metal_stack.png
Bar = 20 um.
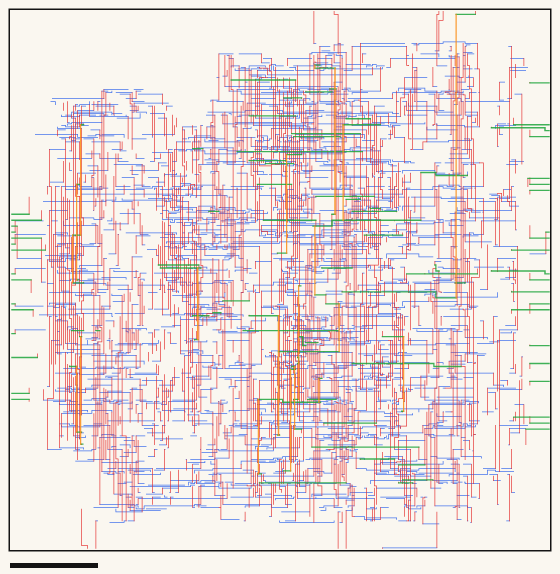
density.png
12 x 12 tiles, from dark blue (low) to red (high), 0 to 100% covered.
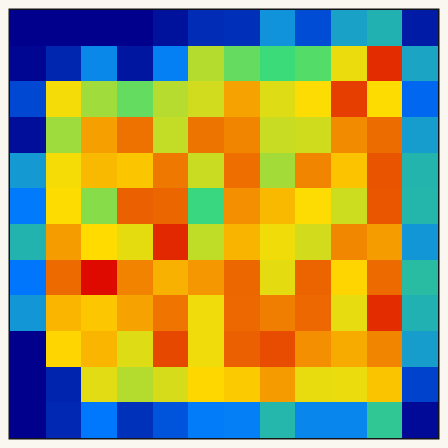
gate_families.png
Bar = 20 um.
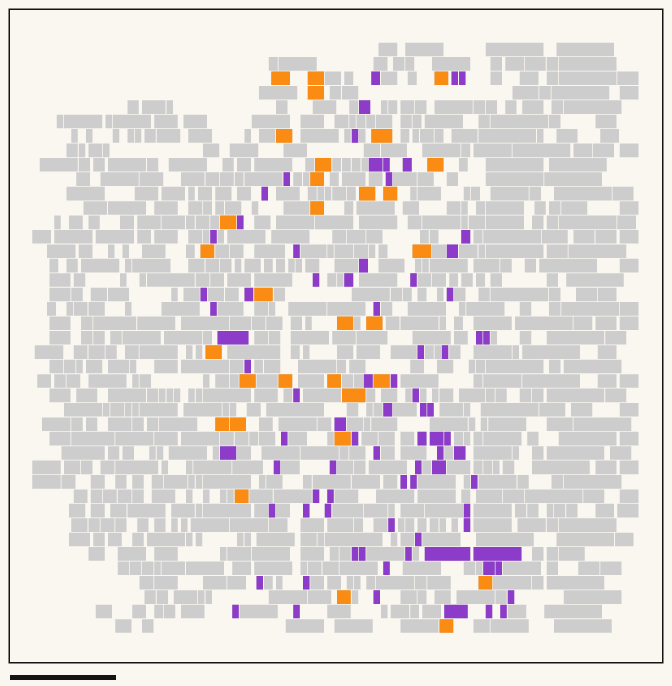
final_congestion.png
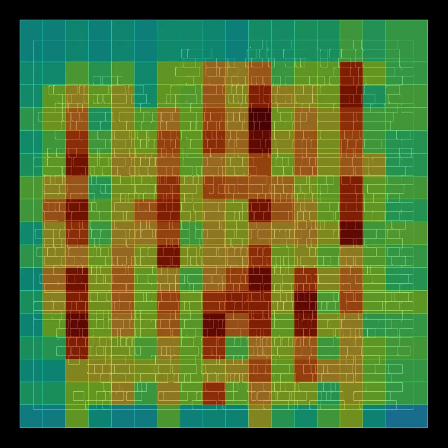
clock_map.png
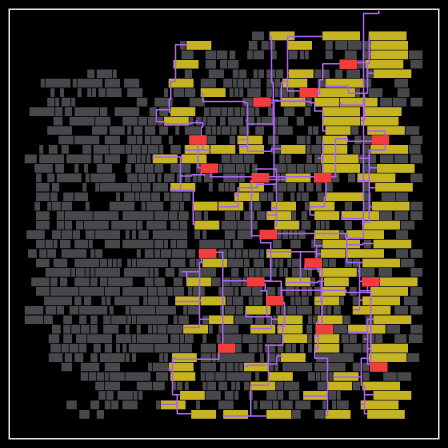
Design dot_product_mac, sky130hd; sources not shown.
==> flow_metrics.env <==
# physical design summary
export IMPL_hold_violations=0
export IMPL_period_minus_slack_ns=4.08
export IMPL_antenna_left=0
export IMPL_viasPerCell=5.58
export IMPL_cp_top_family="adder cells"
export IMPL_r2r_cells=7
export IMPL_cp_slowest_cell="fa_2"
export IMPL_grt_ovfl_total=0
export IMPL_grt_max_degree=42
export IMPL_p_leak_uw=0.00384
export IMPL_cts_tree="yes"
export IMPL_rsz0062_at_grt="yes"
export IMPL_dpl_worst_slack_ns=-0.818
export IMPL_area_delta_synth_final_pct=21.6
export IMPL_biggestCellCategory="logic gates"
export IMPL_floorplan_nets=877
export IMPL_clk_share_pct=4.50
export IMPL_openroad_warnings=29
export IMPL_synth_cells=763
export IMPL_min_period_over_period_pct=97.0
export IMPL_critical_path_buf_inv_count=3
export IMPL_row_count=41
export IMPL_regArea_um2=2680
export IMPL_htree_levels=4
export IMPL_drt_iter0_drc=282
export IMPL_drc_errors=0
export IMPL_status="completed"
export IMPL_largest_reg_flops=42
export IMPL_whs_path_depth=2
export IMPL_grt_pass1_wl_mm=26.5
export IMPL_cp_max_fo=7
export IMPL_num_nonclk_buffers=96
export IMPL_n_all_inverters=67
export IMPL_fillers=936
export IMPL_clockBufferCount=19
export IMPL_cts_made_buffers=17
export IMPL_setup_viol=0
export IMPL_antenna_found_initial=0
export IMPL_fin_area_um2=9010
export IMPL_syn_area_um2=7410
export IMPL_path_clk_slew_ns=0.06
export IMPL_ios=46
export IMPL_worst_endpoint_arrival_ns=4.39
export IMPL_fmax_mhz=245
export IMPL_worst_pin_slew_ns=0.916
export IMPL_hp_class="register to register"
export IMPL_wl_mm=15.6
export IMPL_hpwl_mm=11.7
export IMPL_grt_pass1_vias=5851
export IMPL_reg2reg_slack_ns=1.71
export IMPL_synth_warnings=6
export IMPL_cp_start_kind="input port"
export IMPL_cp_depth=14
export IMPL_place_area_um2=8410
export IMPL_clk_path_buf_depth=2
export IMPL_dieHeight_um=123
export IMPL_drive_above_1_share_pct=20.9
export IMPL_critPathCaptureType="register"
export IMPL_peakVddDrop_uv=229
export IMPL_drv_slew=0
export IMPL_dieWidth_um=123
export IMPL_tap_cells=172
export IMPL_seq_share_pct=29.8
export IMPL_cts_sinks=113
export IMPL_comb_multi_input_count=556
export IMPL_firstDrtPassIters=5
export IMPL_max_stage_delay_ns=0.57
export IMPL_ff_count=113
export IMPL_fin_ws_ns=0.125
export IMPL_die_area_um2=15100
export IMPL_cp_cell_sequence="buf_4 -> and2_1 -> fa_2 -> fa_1 -> fa_1 -> inv_1 -> fa_1 -> inv_2 -> ha_4 -> a2111oi_4 -> o21ai_2 -> a31oi_2 -> xor2_1 -> o21ai_1"
export IMPL_comb_area_um2=4590
export IMPL_power_density_nw_per_um2=427
export IMPL_finalNetCount=965
export IMPL_slew_limit_headroom_pct=38.7
export IMPL_critPathKind="input port to register"
export IMPL_signal_buffer_area_fraction_pct=9.59
export IMPL_maxCapViolCount=0
export IMPL_root_buffer="clkbuf_8"
export IMPL_placement_io_buffers=45
export IMPL_antennaDiodeCount=0
export IMPL_routabilityCongestion=0.878
export IMPL_cp_required_ns=4.52
export IMPL_avgSynthCellArea_um2=9.71
export IMPL_cp_common_cell="fa_1"
About metal_stack.png:
[met1] blue | wire length: 6370 um
[met2] red | wire length: 8140 um
[met3] green | wire length: 709 um
[met4] orange | wire length: 413 um
wire length per cell: 15.1 um
vias post-DR: 5780
overall routing resource usage: 21.8%

About density.png:
tiles over 75% full: 39%
emptiest ninth of the die: upper left
densest ninth of the die: center
nearly empty tiles: 5.6%
fullest tile: 99%
core area: 12800 um2
fp_density: 58.0%
Util after Layout: 70.5%

About gate_families.png:
[AND-OR and OR-AND gates] orange | cells: 31 | most used: a22o_1
[NOR gates] purple | cells: 81 | most used: nor2_1
Finished Layout Cells: 1036
Top cell excl fill/tap: and2_1
multi-input combinational area share: 51.0%

About final_congestion.png:
met3 usage: 4.30%
GRT Max-Usage Layer: met2
met1 GRT Util: 24.7%

About clock_map.png:
[cells driving clock nets] red | count: 17
[clock wires] purple | length: 1300 um
[flip-flops] yellow | count: 113
routed clock nets: 18
Post-Route Skew: 0.0128 ns
Late-Pin Clk Latency: 0.44 ns
clock share of power: 26.9%
P_clk: 1040 uW

[cell usage in the layout (no fill, tap or decap), types with 6 or more instances in the layout]
master            n
inv_2             8
dfxtp_1          71
inv_1            62
clkbuf_8         19
a21oi_1          37
nand2_1          54
buf_6             9
edfxtp_1         42
buf_8             6
xor2_1            7
fa_1             33
a22oi_1           7
mux2_2           21
a22o_1            7
nor2_1           59
a21o_1            6
clkdlybuf4s50_1  28
a211oi_1          6
buf_4            48
nor3_1            9
o21ai_0          12
o21a_1            6
and2_1           83
ha_4              6
nand3_1          17
and2_4           10
xnor2_1          16
ha_1             49
mux2i_1           7
[power breakdown]
group          internal [uW]  leakage, uW  switching [uW]  total, uW
combinational            758      0.00262             801       1560
sequential              1210      0.00101            46.1       1250
clock                    607     0.000213             428       1040
[per-layer routing]
| metal | up-vias | wire length (um) | track usage [%] |
|---|---|---|---|
| met1 | 2765 | 6370 | 24.7 |
| met5 | - | 0 | 0 |
| met3 | 42 | 709 | 4.30 |
| met4 | 0 | 412 | 9.27 |
| li1 | 2801 | - | - |
| met2 | 172 | 8140 | 39.9 |
[what timing repair did]
item                       CTS  global route
setup endpoints to repair   11            10
hold buffers                 0             0
gates resized               91            38
pin swaps                   41            33
setup buffers                3             3
hold endpoints to repair     0             0
[per-stage QoR]
stage          total power (uW)   TNS (ns)  util [%]  hold WS (ns)  std cells
3_5_place_dp               2700      -7.02      65.8         0.458        998
4_1_cts                    3780          0      69.4         0.466       1033
3_3_place_gp               2650      -6.17      65.7         0.447        997
2_1_floorplan              2280  -0.000326         -         0.432        763
5_1_grt                    4110          0      70.5         0.485       1036
6_report                   3850          0      70.5         0.465       1036
No activity file was given, so power comes from the tool's default toggle rates.
